===== config.mk =====
export PLATFORM = sky130hd
export DESIGN_NAME = vga_frame_reader
export DESIGN_NICKNAME = d
export VERILOG_FILES = /design/src/rtl/vga_frame_reader.sv
export SDC_FILE = /design/constraint.sdc
export NUM_CORES = 1
export LEC_CHECK = 0
export CAP_MARGIN = 30
export CORE_MARGIN = 2
export CORE_UTILIZATION = 45
export CTS_CLUSTER_SIZE = 30
export DETAILED_ROUTE_END_ITERATION = 6
export GPL_ROUTABILITY_DRIVEN = 0
export GPL_TIMING_DRIVEN = 0
export PLACE_DENSITY = 0.8
export SYNTH_ARGS = -nofsm -noshare
export SYNTH_HDL_FRONTEND = slang
export SYNTH_SLANG_ARGS = --single-unit

===== constraint.sdc =====
create_clock -name i_sdram_clk -period 1.8 [get_ports i_sdram_clk]
set_clock_uncertainty 0.2 [all_clocks]
set_input_delay 0.18 -clock i_sdram_clk [delete_from_list [all_inputs] [get_ports i_sdram_clk]]
set_output_delay 0.18 -clock i_sdram_clk [all_outputs]
set_load 0.005 [all_outputs]

===== src/rtl/vga_frame_reader.sv =====
// vga_frame_reader: SDRAM-side producer for the VGA scan-out pixel FIFO.
// Fetches one frame of pixels in fixed-length read bursts and forwards each
// returned beat into the FIFO, restarting from BASE_ADDR on every frame start.
//
// state        | meaning
// -------------+-----------------------------------------------------------
// S_IDLE       | after reset, waiting for the first frame_start
// S_SETTLE     | two-cycle hold so the FIFO fill level catches up
// S_WAIT_SPACE | waiting until the FIFO has room for a whole burst
// S_REQ        | burst request presented, waiting for rd_ack
// S_RECV       | forwarding the beats of an accepted burst
// S_DONE       | whole frame delivered, waiting for the next frame_start
module vga_frame_reader #(
  parameter logic [23:0] BASE_ADDR   = 24'h000000,
  parameter logic [23:0] FRAME_WORDS = 24'd204800,
  parameter logic [3:0]  BURST_LEN   = 4'd8,
  parameter logic [7:0]  FILL_LEVEL  = 8'd224
) (
  input  logic        i_sdram_clk,
  input  logic        i_reset,
  input  logic        i_frame_start,
  input  logic [7:0]  i_wrusedw,
  output logic        o_rd_req,
  output logic [23:0] o_rd_addr,
  input  logic        i_rd_ack,
  input  logic        i_rd_valid,
  input  logic [15:0] i_rd_data,
  output logic        o_wr_fifo,
  output logic [15:0] o_sdram_data,
  output logic        o_frame_done
);

  typedef enum logic [2:0] {
    S_IDLE, S_SETTLE, S_WAIT_SPACE, S_REQ, S_RECV, S_DONE
  } state_t;

  state_t      r_state;
  state_t      w_state_nxt;
  logic        r_settle_cnt;
  logic [3:0]  r_beat_cnt;
  logic [23:0] r_word_cnt;
  logic        r_restart_pending;
  logic [23:0] r_rd_addr;
  logic        r_wr_fifo;
  logic [15:0] r_sdram_data;
  logic        r_frame_done;

  logic        w_reload;
  logic        w_accept;
  logic        w_beat;
  logic        w_last_beat;
  logic        w_frame_end;
  logic        w_set_pending;
  logic [23:0] w_burst_words;
  logic [23:0] w_word_cnt_inc;

  assign w_burst_words  = {20'd0, BURST_LEN};
  assign w_word_cnt_inc = r_word_cnt + w_burst_words;

  // State register.
  always_ff @(posedge i_sdram_clk) begin
    if (i_reset) begin
      r_state <= S_IDLE;
    end else begin
      r_state <= w_state_nxt;
    end
  end

  // Next-state decode plus the single-cycle events that drive the datapath.
  always_comb begin
    w_state_nxt   = r_state;
    w_reload      = 1'b0;
    w_accept      = 1'b0;
    w_beat        = 1'b0;
    w_last_beat   = 1'b0;
    w_frame_end   = 1'b0;
    w_set_pending = 1'b0;
    case (r_state)
      S_IDLE, S_DONE: begin
        if (i_frame_start) begin
          w_reload    = 1'b1;
          w_state_nxt = S_SETTLE;
        end
      end
      S_SETTLE: begin
        if (i_frame_start) begin
          w_reload    = 1'b1;
          w_state_nxt = S_SETTLE;
        end else if (r_settle_cnt) begin
          w_state_nxt = S_WAIT_SPACE;
        end
      end
      S_WAIT_SPACE: begin
        if (i_frame_start) begin
          w_reload    = 1'b1;
          w_state_nxt = S_SETTLE;
        end else if (i_wrusedw < FILL_LEVEL) begin
          w_state_nxt = S_REQ;
        end
      end
      S_REQ: begin
        // A request already on the bus is never withdrawn; a restart waits.
        w_set_pending = i_frame_start;
        if (i_rd_ack) begin
          w_accept    = 1'b1;
          w_state_nxt = S_RECV;
        end
      end
      S_RECV: begin
        w_beat        = i_rd_valid;
        w_last_beat   = i_rd_valid && (r_beat_cnt == BURST_LEN - 4'd1);
        // A frame_start on the final beat is consumed by this transition.
        w_set_pending = i_frame_start && !w_last_beat;
        if (w_last_beat) begin
          if (r_restart_pending || i_frame_start) begin
            w_reload    = 1'b1;
            w_state_nxt = S_SETTLE;
          end else if (w_word_cnt_inc == FRAME_WORDS) begin
            w_frame_end = 1'b1;
            w_state_nxt = S_DONE;
          end else begin
            w_state_nxt = S_SETTLE;
          end
        end
      end
      default: w_state_nxt = S_IDLE;
    endcase
  end

  // Outputs: request straight from state, everything else from registers.
  always_comb begin
    o_rd_req     = (r_state == S_REQ);
    o_rd_addr    = r_rd_addr;
    o_wr_fifo    = r_wr_fifo;
    o_sdram_data = r_sdram_data;
    o_frame_done = r_frame_done;
  end

  // Counters, burst address, restart flag and the registered FIFO write port.
  always_ff @(posedge i_sdram_clk) begin
    if (i_reset) begin
      r_settle_cnt      <= 1'b0;
      r_beat_cnt        <= 4'd0;
      r_word_cnt        <= 24'd0;
      r_restart_pending <= 1'b0;
      r_rd_addr         <= BASE_ADDR;
      r_wr_fifo         <= 1'b0;
      r_sdram_data      <= 16'd0;
      r_frame_done      <= 1'b0;
    end else begin
      r_settle_cnt <= (r_state == S_SETTLE) && !w_reload && !r_settle_cnt;

      if (w_reload) begin
        r_rd_addr  <= BASE_ADDR;
        r_word_cnt <= 24'd0;
      end else begin
        if (w_accept) begin
          r_rd_addr <= r_rd_addr + w_burst_words;
        end
        if (w_last_beat) begin
          r_word_cnt <= w_word_cnt_inc;
        end
      end

      if (w_reload) begin
        r_restart_pending <= 1'b0;
      end else if (w_set_pending) begin
        r_restart_pending <= 1'b1;
      end

      if (w_accept) begin
        r_beat_cnt <= 4'd0;
      end else if (w_beat) begin
        r_beat_cnt <= r_beat_cnt + 4'd1;
      end

      r_wr_fifo <= w_beat;
      if (w_beat) begin
        r_sdram_data <= i_rd_data;
      end
      r_frame_done <= w_frame_end;
    end
  end

endmodule


Fig. 1: run 1, logic cells by family
(3 px per µm)
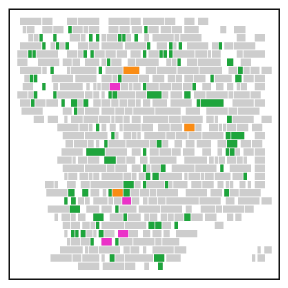
NAND gates -> green  # cells 98, most used nand2_1, where spread over the die
AND-OR and OR-AND gates -> magenta  # cells 4, most used o211a_1
multiplexers -> orange  # cells 3, most used mux2i_1

Fig. 2: run 1, the clock network
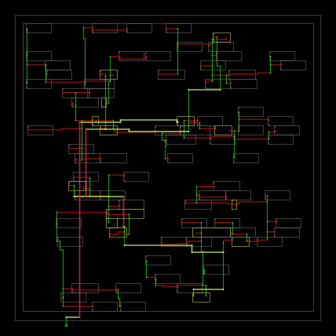
clkbuf count: 11
clk pwr: 0.00137 W
TritonCTS Buffers: 9
Flops: 69

==> impl_metrics.yaml, run 1 <==
# flow metrics
pwr:
  maxPowerGroup: "sequential cells"
  pwr-share-seq_pct: 46.5
  pwr-share-comb_pct: 12.2
  p_switching_w: 0.000811
  p_comb_w: 0.000404
  clkPwrFrac_pct: 41.3
  switching_share_pct: 24.5
min_path:
  hp-start: "i_frame_start"
  min_to: "r_restart_pending$_SDFFE_PP0P_"
layout:
  comb_area_um2: 2200
  logic_gates: 308
  sh_comb_area_pct: 44.0
  mostFrequentLayoutCell: "nand2_1"
  nNonClkInverters: 4
  syn_to_final_growth_pct: 52.5
  area_share_nonclk_buffers_pct: 21.1
  stdcell_area_um2: 5010
  lay_top_cells: "nand2_1 (62), clkdlybuf4s50_1 (61), dfxtp_1 (57)"
  fillers: 499
place:
  port_buffers: 62
  post-place-ws_ns: -0.471
  dp_hpwl_um: 5340
  dp_cells: 561
die:
  die_height_um: 89.5
  taps: 99
  fp-row-count: 31
  ios: 72
logic_synthesis:
  synth.area.top_cells: "dfxtp_1 (42%), nand2_1 (7.1%), xor2_1 (6.9%), nor2_1 (6.6%), a21oi_1 (4.3%)"
  synthAoiAreaFrac_pct: 9.36
  yosysTopAreaCellShare_pct: 42.0
  yosys_area_um2: 3290
  ys_types: 53
  synth_seq_share_pct: 42.0
  logic_family: "simple AND/OR/NAND/NOR gates"
  largest_area_cell: "dfxtp_1"
  synth_stat.cells: 398
  synth-seq-cells: 69
  simple_gate_share_pct: 31.3
  yosys_most_used_dff: "dfxtp_1"
  syn_avg_cell_area_um2: 8.26
  synth_area_um2: 3290
  synth-edff-count: 0
  adder_share_pct: 1.14
run_status:
  violations: "setup timing"
  status: "complete, but fails checks"
clock_network:
  cts-htree-levels: 3
  insertion_delay_ns: 0.36
  tritoncts: "yes"
  postCtsSetupRepairBufs: 17
detailed_routing:
  vias: 3279
  dr_wl_met2_um: 4970
  drc: 0
  met1_length_um: 4110
  final_antenna_net_count: 0
  wl_per_cell_um: 16.0
critical_path:
  critPathTopFamily: "AND-OR/OR-AND gates"
  crit_path_start_kind: "flop"
  critical_path.endpoint: "r_state[2]$_SDFFE_PP0P_"
  worstPathMaxFanout: 6
  crit_slowest_cell: "dfxtp_2"
  path_buffers: 1
  setup.worst_path.end_class: "flop"
  reg2reg_to: "r_state[2]$_SDFFE_PP0P_"
  path_cells: "ha_4, and4b_2, nand2_1, o211a_1, buf_4, o31ai_1, o31ai_2"
  cp.depth: 7
global_route:
  use_met2_pct: 37.1
  gr-usage-met1_pct: 26.3
  use_met3_pct: 5.08
  grt_pass1_vias: 2977
  antenna_found_initial: 0
final_timing:
  worst_slew_margin_rel_pct: 66.4
  setup_ws_ns: -0.291
  finalSetupViolCount: 49
  finalCriticalPeriod_ns: 2.09
  hold_viol: 0
job:
  maxCapViolations: 0
Fig. 3: run 1, routed clock nets over the placement
(6 px per µm)
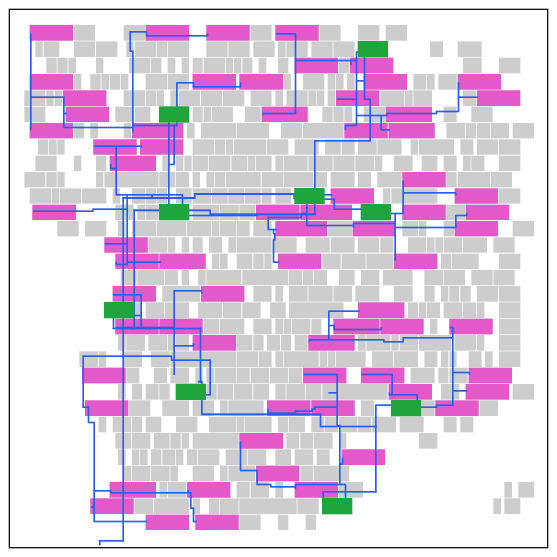
flip-flops -> magenta  # count 69
clock wires -> blue  # length 953 µm
cells driving clock nets -> green  # count 9
flops lie = spread over the die
routed clock nets = 10

Fig. 4: run 1, metal layers overlaid
(3 px per µm)
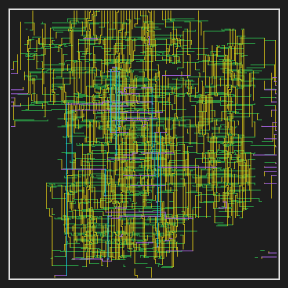
met3 -> purple  # wire length 384 µm
met2 -> yellow  # wire length 4970 µm
met1 -> green  # wire length 4110 µm
met4 -> cyan  # wire length 266 µm

==> run 1 -> run 2 <==
Settings changed: CORE_ASPECT_RATIO from default to 0.5.
Fig. 5: run 2, logic cells by family
(3 px per µm)
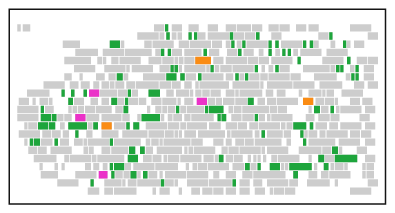
AND-OR and OR-AND gates -> magenta  # cells 4, most used o211a_1, where west
multiplexers -> orange  # cells 3, most used mux2i_1
NAND gates -> green  # cells 99, most used nand2_1, where spread over the die

Fig. 6: run 2, signal wires on met3
(4 px per µm)
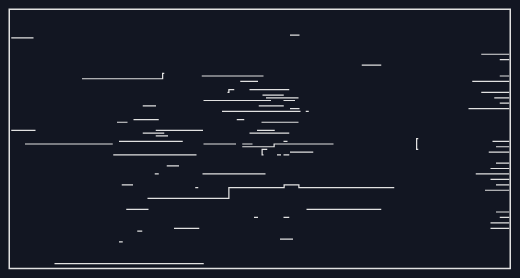
wire length on this layer = 546 µm
nets with wire on the layer = 61

==> run 2 against run 1 <==
Net effect: the flow still finishes with violations (setup timing); first-iteration DRC count rose by 21%; hold slack lost 0.048 ns; power grew 11%; critical path type unchanged; highest routed layer unchanged.
==> impl_metrics.yaml, run 2 <==
# flow metrics
run_status:
  status: "complete, but fails checks"
  violations: "setup timing"
die:
  die_height_um: 64.4
  fp-row-count: 21
  taps: 92
final_timing:
  worst_slew_margin_rel_pct: 64.0
  hold_viol: 0
  setup_ws_ns: -0.231
  finalSetupViolCount: 48
  finalCriticalPeriod_ns: 2.03
clock_network:
  postCtsSetupRepairBufs: 20
  cts_buffers: 9
  cts-htree-levels: 3
  insertion_delay_ns: 0.33
  tritoncts: "yes"
pwr:
  powerClk_w: 0.00174
  clkPwrFrac_pct: 47.3
  pwr-share-seq_pct: 42.1
  maxPowerGroup: "the clock network"
  p_comb_w: 0.000388
  p_switching_w: 0.000843
logic_synthesis:
  synth_area_um2: 3290
  ys_types: 53
  synthAoiAreaFrac_pct: 9.36
  largest_area_cell: "dfxtp_1"
  syn_avg_cell_area_um2: 8.26
  logic_family: "simple AND/OR/NAND/NOR gates"
  yosys_area_um2: 3290
  ys_sh_mux_pct: 0.951
  synth-seq-cells: 69
  synth.area.top_cells: "dfxtp_1 (42%), nand2_1 (7.1%), xor2_1 (6.9%), nor2_1 (6.6%), a21oi_1 (4.3%)"
  synth-edff-count: 0
  synth_seq_share_pct: 42.0
critical_path:
  crit_path_start_kind: "flop"
  reg2reg_to: "r_word_cnt[4]$_SDFFE_PP0P_"
  crit_slowest_cell: "dfxtp_4"
  cp.depth: 7
  critical_path.endpoint: "r_word_cnt[4]$_SDFFE_PP0P_"
  setup.worst_path.end_class: "flop"
  critPathTopFamily: "simple AND/OR/NAND/NOR gates"
detailed_routing:
  met1_length_um: 4270
  drc: 0
  wl_per_cell_um: 16.2
  final_antenna_net_count: 0
  vias: 3294
  dr_wl_met2_um: 4680
global_route:
  grt_pass1_vias: 3047
  use_met2_pct: 38.9
  antenna_found_initial: 0
  gr-usage-met1_pct: 28.5
layout:
  fillers: 487
  comb_area_um2: 2150
  lay_top_cells: "nand2_1 (62), clkdlybuf4s50_1 (61), dfxtp_1 (54)"
  stdcell_area_um2: 4990
  clkbuf_count: 12
  syn_to_final_growth_pct: 51.9
  area_share_nonclk_buffers_pct: 20.3
  ff_count: 69
place:
  dp_hpwl_um: 5530
  post-place-ws_ns: -0.492
  port_buffers: 62
min_path:
  hp-start: "i_frame_start"
job:
  maxCapViolations: 0
Power is estimated from default activity; no workload was simulated.
